**Cell area per tile**

The die is cut into 12 by 12 equal tiles; black is low, pale yellow is high, 0 to 100% covered.
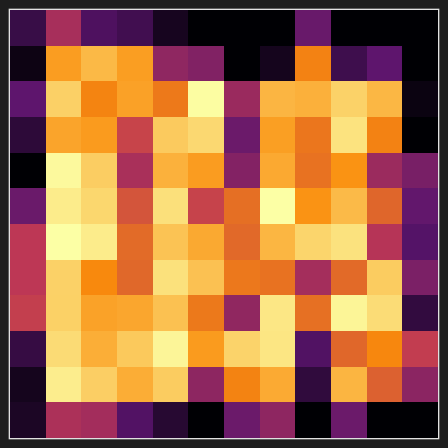
**Routing congestion map**

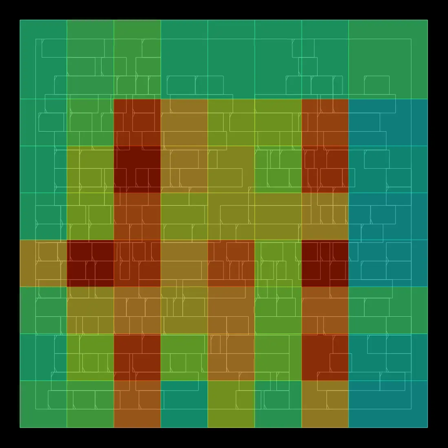
### src/rtl/pipeline_hazard_ctrl_pkg.sv
// rtl/pipeline_hazard_ctrl_pkg.sv - shared scoreboard layout and constants for the hazard controller
package pipeline_hazard_ctrl_pkg;

    localparam int WORD_SIZE       = 16;
    localparam int FWD_SEL_REGFILE = 0;

    // Scoreboard entry bit layout: {rd, is_load, writes, valid}, rd occupies the top bits
    localparam int SB_VALID   = 0;
    localparam int SB_WRITES  = 1;
    localparam int SB_IS_LOAD = 2;
    localparam int SB_RD_LSB  = 3;

    function automatic int sb_entry_w(input int reg_addr_w);
        return SB_RD_LSB + reg_addr_w;
    endfunction

endpackage

### src/rtl/pipeline_hazard_ctrl_fwd_match.sv
// rtl/pipeline_hazard_ctrl_fwd_match.sv - youngest-match forwarding priority encoder (module hazard_fwd_match)
module hazard_fwd_match #(
    parameter int PIPE_DEPTH = 3,
    parameter int REG_ADDR_W = 2,
    parameter int FWD_W      = $clog2(PIPE_DEPTH + 1)
) (
    input  logic [PIPE_DEPTH*(3+REG_ADDR_W)-1:0] entries,
    input  logic [REG_ADDR_W-1:0]                src,
    input  logic                                 uses,
    output logic [FWD_W-1:0]                     sel
);
    import pipeline_hazard_ctrl_pkg::*;

    localparam int EW = SB_RD_LSB + REG_ADDR_W;

    logic [EW-1:0] ent;

    // Scan oldest to youngest so the youngest (smallest k) match overwrites last
    always_comb begin
        sel = FWD_W'(FWD_SEL_REGFILE);
        ent = '0;
        if (uses) begin
            for (int k = PIPE_DEPTH; k >= 1; k--) begin
                ent = entries[(k-1)*EW +: EW];
                if (ent[SB_VALID] && ent[SB_WRITES] && (ent[SB_RD_LSB +: REG_ADDR_W] == src)) begin
                    sel = FWD_W'(k);
                end
            end
        end
    end

endmodule

### src/rtl/pipeline_hazard_ctrl.sv
// rtl/pipeline_hazard_ctrl.sv - stall/flush/forwarding and retirement controller; optional HAZARD_PERF_EN counters
module pipeline_hazard_ctrl #(
    parameter int WORD_SIZE  = pipeline_hazard_ctrl_pkg::WORD_SIZE,
    parameter int REG_ADDR_W = 2,
    parameter int PIPE_DEPTH = 3,
    parameter int FWD_W      = $clog2(PIPE_DEPTH + 1)
) (
    input  logic                  clk,
    input  logic                  reset_n,
    input  logic                  id_valid,
    input  logic [REG_ADDR_W-1:0] id_rs,
    input  logic [REG_ADDR_W-1:0] id_rt,
    input  logic                  id_uses_rs,
    input  logic                  id_uses_rt,
    input  logic                  id_writes,
    input  logic [REG_ADDR_W-1:0] id_rd,
    input  logic                  id_is_load,
    input  logic                  id_is_halt,
    input  logic                  ex_branch_taken,
    input  logic                  mem_ready,
    output logic                  stall_if_id,
    output logic                  bubble_ex,
    output logic                  flush_if_id,
    output logic [FWD_W-1:0]      fwd_a_sel,
    output logic [FWD_W-1:0]      fwd_b_sel,
    output logic [WORD_SIZE-1:0]  num_inst,
    output logic                  is_halted
`ifdef HAZARD_PERF_EN
    ,
    output logic [WORD_SIZE-1:0]  stall_cycles,
    output logic [WORD_SIZE-1:0]  flush_count
`endif
);
    import pipeline_hazard_ctrl_pkg::*;

    localparam int EW = SB_RD_LSB + REG_ADDR_W;

    logic [EW-1:0]            sb [PIPE_DEPTH];
    logic [PIPE_DEPTH*EW-1:0] sb_flat;
    logic [EW-1:0]            new_entry;
    logic                     halt_pending;
    logic                     load_use;
    logic                     issue;
    logic                     retire;
    logic                     older_empty;
    logic                     halt_retire;

    for (genvar g = 0; g < PIPE_DEPTH; g++) begin : g_flat
        assign sb_flat[g*EW +: EW] = sb[g];
    end

    hazard_fwd_match #(
        .PIPE_DEPTH (PIPE_DEPTH),
        .REG_ADDR_W (REG_ADDR_W),
        .FWD_W      (FWD_W)
    ) u_match_rs (
        .entries (sb_flat),
        .src     (id_rs),
        .uses    (id_uses_rs),
        .sel     (fwd_a_sel)
    );

    hazard_fwd_match #(
        .PIPE_DEPTH (PIPE_DEPTH),
        .REG_ADDR_W (REG_ADDR_W),
        .FWD_W      (FWD_W)
    ) u_match_rt (
        .entries (sb_flat),
        .src     (id_rt),
        .uses    (id_uses_rt),
        .sel     (fwd_b_sel)
    );

    always_comb begin
        load_use = id_valid && sb[0][SB_IS_LOAD] &&
                   ((fwd_a_sel == FWD_W'(1)) || (fwd_b_sel == FWD_W'(1)));
        issue    = id_valid && mem_ready && !ex_branch_taken && !load_use && !halt_pending;

        new_entry                            = '0;
        new_entry[SB_VALID]                  = 1'b1;
        new_entry[SB_WRITES]                 = id_writes;
        new_entry[SB_IS_LOAD]                = id_is_load;
        new_entry[SB_RD_LSB +: REG_ADDR_W]   = id_rd;

        retire      = sb[PIPE_DEPTH-1][SB_VALID];
        older_empty = 1'b1;
        for (int i = 0; i < PIPE_DEPTH - 1; i++) begin
            if (sb[i][SB_VALID]) begin
                older_empty = 1'b0;
            end
        end
        // Nothing issues behind HLT, so HLT is the retiring entry once it is the only one left
        halt_retire = mem_ready && halt_pending && retire && older_empty;
    end

    // Priority: memory freeze, then branch flush, then halt/load-use stall
    always_comb begin
        stall_if_id = 1'b0;
        bubble_ex   = 1'b0;
        flush_if_id = 1'b0;
        if (!mem_ready) begin
            stall_if_id = 1'b1;
        end else if (ex_branch_taken) begin
            flush_if_id = 1'b1;
            bubble_ex   = 1'b1;
        end else if (halt_pending || load_use) begin
            stall_if_id = 1'b1;
            bubble_ex   = 1'b1;
        end
    end

    always_ff @(posedge clk or negedge reset_n) begin
        if (!reset_n) begin
            for (int i = 0; i < PIPE_DEPTH; i++) begin
                sb[i] <= '0;
            end
            num_inst     <= '0;
            halt_pending <= 1'b0;
            is_halted    <= 1'b0;
        end else if (mem_ready) begin
            sb[0] <= issue ? new_entry : '0;
            for (int i = 1; i < PIPE_DEPTH; i++) begin
                sb[i] <= sb[i-1];
            end
            if (retire) begin
                num_inst <= num_inst + WORD_SIZE'(1);
            end
            if (issue && id_is_halt) begin
                halt_pending <= 1'b1;
            end
            if (halt_retire) begin
                is_halted <= 1'b1;
            end
        end
    end

`ifdef HAZARD_PERF_EN
    always_ff @(posedge clk or negedge reset_n) begin
        if (!reset_n) begin
            stall_cycles <= '0;
            flush_count  <= '0;
        end else begin
            if (stall_if_id && !halt_pending && (stall_cycles != '1)) begin
                stall_cycles <= stall_cycles + WORD_SIZE'(1);
            end
            if (flush_if_id && (flush_count != '1)) begin
                flush_count <= flush_count + WORD_SIZE'(1);
            end
        end
    end
`endif

endmodule

### config.mk
export PLATFORM = sky130hd
export DESIGN_NAME = pipeline_hazard_ctrl
export DESIGN_NICKNAME = d
export VERILOG_FILES = /design/src/rtl/pipeline_hazard_ctrl_pkg.sv /design/src/rtl/pipeline_hazard_ctrl_fwd_match.sv /design/src/rtl/pipeline_hazard_ctrl.sv
export SDC_FILE = /design/constraint.sdc
export NUM_CORES = 1
export LEC_CHECK = 0
export CAP_MARGIN = 5
export CORE_MARGIN = 2
export CORE_UTILIZATION = 50
export CTS_BUF_LIST = sky130_fd_sc_hd__clkbuf_4
export DETAILED_ROUTE_END_ITERATION = 10
export PLACE_DENSITY = 0.93
export SYNTH_ARGS = -nofsm -noshare
export SYNTH_HDL_FRONTEND = slang
export SYNTH_SLANG_ARGS = --single-unit
### constraint.sdc
create_clock -name clk -period 3.8 [get_ports clk]
set_clock_uncertainty 0.05 [all_clocks]
set_input_delay 0.95 -clock clk [delete_from_list [all_inputs] [get_ports clk]]
set_output_delay 0.95 -clock clk [all_outputs]
set_load 0.01 [all_outputs]
==> qor.csv <==
stage;metric;value;unit
finish;diodes;0;
critical_path;start_kind;input pin;
clock_network;clock-sinks;31;
place;portBuffers;39;
power_and_ir_drop;p_per_area;264;nW/um2
clock_network;cts_tree;done;
place;place_inst;212;
min_path;min_path_type;flop to flop;
finish;mostFrequentLayoutCell;clkdlybuf4s50_1;
die;core.rowCount;20;
critical_path;reg2reg_slack;2090;ps
synthesis;yosys-stat-cells;138;
clock_network;htree_levels;2;
die;die_h;59.9;um
clock_network;clockBufferDepth;2;
job;cap_violations;0;
critical_path;reg2reg_depth;5;
final_timing;timing.final.setup_violations;0;
die;die_w;59.9;um
grt;grt_pass1_vias;1322;
critical_path;crit_fanout;3;
critical_path;worstReg2RegEnd;sb[10];
job;warnings;26;
routing;met1_length;1280;um
final_timing;worst-slew-pin-transition;460;ps
run_status;status;complete, no violations;
routing;wl_met2;1870;um
final_timing;hold_viol;0;
synthesis;synth_cell_types;31;
final_timing;fin_tns_setup;0;ps
final_timing;max_freq;271;MHz
place;place_congestion;0.865;
min_path;hp-start;num_inst[15];
finish;drive_above_1_share;12.9;%
synthesis;syn_area_per_cell;11.3;um2
clock_network;cts.clk_slew.worst_paths;90;ps
final_timing;finalCritPeriodShare;97.0;%
synthesis;synthArstFlopShare;100;%
synthesis;synth_area;1560;um2
Back to the opening pictures, 'cell area per tile':
9.7% of the tiles are nearly empty. The fullest tile reaches 100%. The densest ninth of the die: middle.
FP Util: 52.0%
core area: 3000 um2
Final Util: 68.7%

Back to the opening pictures, 'routing congestion map':
gr busiest metal: met2
met3 usage: 6.93%

-- where the power goes --
part           switching, mW  total (mW)  internal (mW)
registers                  0       0.330          0.330
clock network          0.105       0.171         0.0654
logic                 0.0218      0.0443         0.0225
total                  0.127       0.545          0.417
-- sequential cells by signal, indices dropped and copies added (netlist names) --
name          cells
retire            1
num_inst         16
is_halted         1
sb               12
halt_pending      1
-- cells in the mapped netlist, types with 2 or more instances --
| master | instances | share of area [%] |
|---|---|---|
| and2_1 | 2 | 0.80 |
| o211a_1 | 2 | 1.3 |
| nor3_1 | 6 | 1.9 |
| nand4_1 | 5 | 2.0 |
| inv_1 | 4 | 0.96 |
| a31o_1 | 4 | 2.2 |
| nand3_1 | 8 | 2.6 |
| nand2b_1 | 2 | 0.80 |
| nor2b_1 | 4 | 1.6 |
| mux2_2 | 9 | 6.5 |
| xnor2_1 | 8 | 4.5 |
| nand2_1 | 8 | 1.9 |
| xor2_1 | 19 | 11 |
| dfrtp_1 | 31 | 50 |
| nor2_1 | 7 | 1.7 |
| nor4_1 | 4 | 1.6 |
-- cell families (layout without fill, tap and decap cells) --
family / after synthesis / count (layout) / synth area share [%]
AND-OR/OR-AND: 13 / 13 / 7.21
XOR/XNOR: 27 / 27 / 15.1
adder cells (fa/ha/maj): 1 / 1 / 0.801
buffers and inverters: 6 / 54 / 1.44
flip-flops: 31 / 31 / 49.6
multiplexers: 10 / 10 / 7.45
AND/OR/NAND/NOR: 50 / 50 / 18.3
-- routing by layer --
| layer | up-vias | global-route usage [%] |
|---|---|---|
| met5 | - | 0 |
| met4 | 0 | 11.1 |
| met1 | 616 | 21.1 |
| li1 | 583 | - |
| met3 | 11 | 6.93 |
| met2 | 50 | 42.5 |
-- layout make-up --
type,instances,area share [%]
Inverter,4,0.728
Multi-Input combinational cell,101,37.1
Timing Repair Buffer,43,20.4
Clock inverter,2,0.424
Tap cell,33,2.00
Sequential cell,31,37.6
Clock buffer,5,1.82
-- critical path: stages --
cell             delay, ps
clkdlybuf4s50_1        490
xor2_1                 180
nor3_1                 250
nand2b_1                80
a21boi_0               170
clkdlybuf4s50_1        560
-- worst max path at each step --
stage,from,endpoint,slack (ps),cells past startpoint
floorplan,id_rt[0],bubble_ex,860,4
global placement,id_rt[0],bubble_ex,30,6
detailed placement,id_rt[0],bubble_ex,-50,6
CTS,id_rs[0],stall_if_id,8,6
global route,id_rt[1],fwd_b_sel[0],7,6
finish,id_rs[0],fwd_a_sel[0],110,6
-- per-stage QoR --
stage               setup WS [ps]  hold WS (ps)  cell area (um2)  total power [mW]
floorplan                     860           411             1560             0.349
global placement             31.3           406             2020             0.379
detailed placement          -50.3           407             2020             0.382
CTS                          8.11           423             2060             0.553
global route                 7.27           456             2060             0.567
finish                        115           417             2060             0.545
-- what timing repair did --
| item | 4_1_cts | 5_1_grt |
|---|---|---|
| pin swaps | 0 | 1 |
| setup endpoints to repair | 2 | 1 |
| endpoints found under the hold margin | 0 | 0 |
| gates resized | 2 | 1 |
| gates cloned | 0 | 0 |
Power figures rest on the tool's default switching activity, not on a simulated workload.
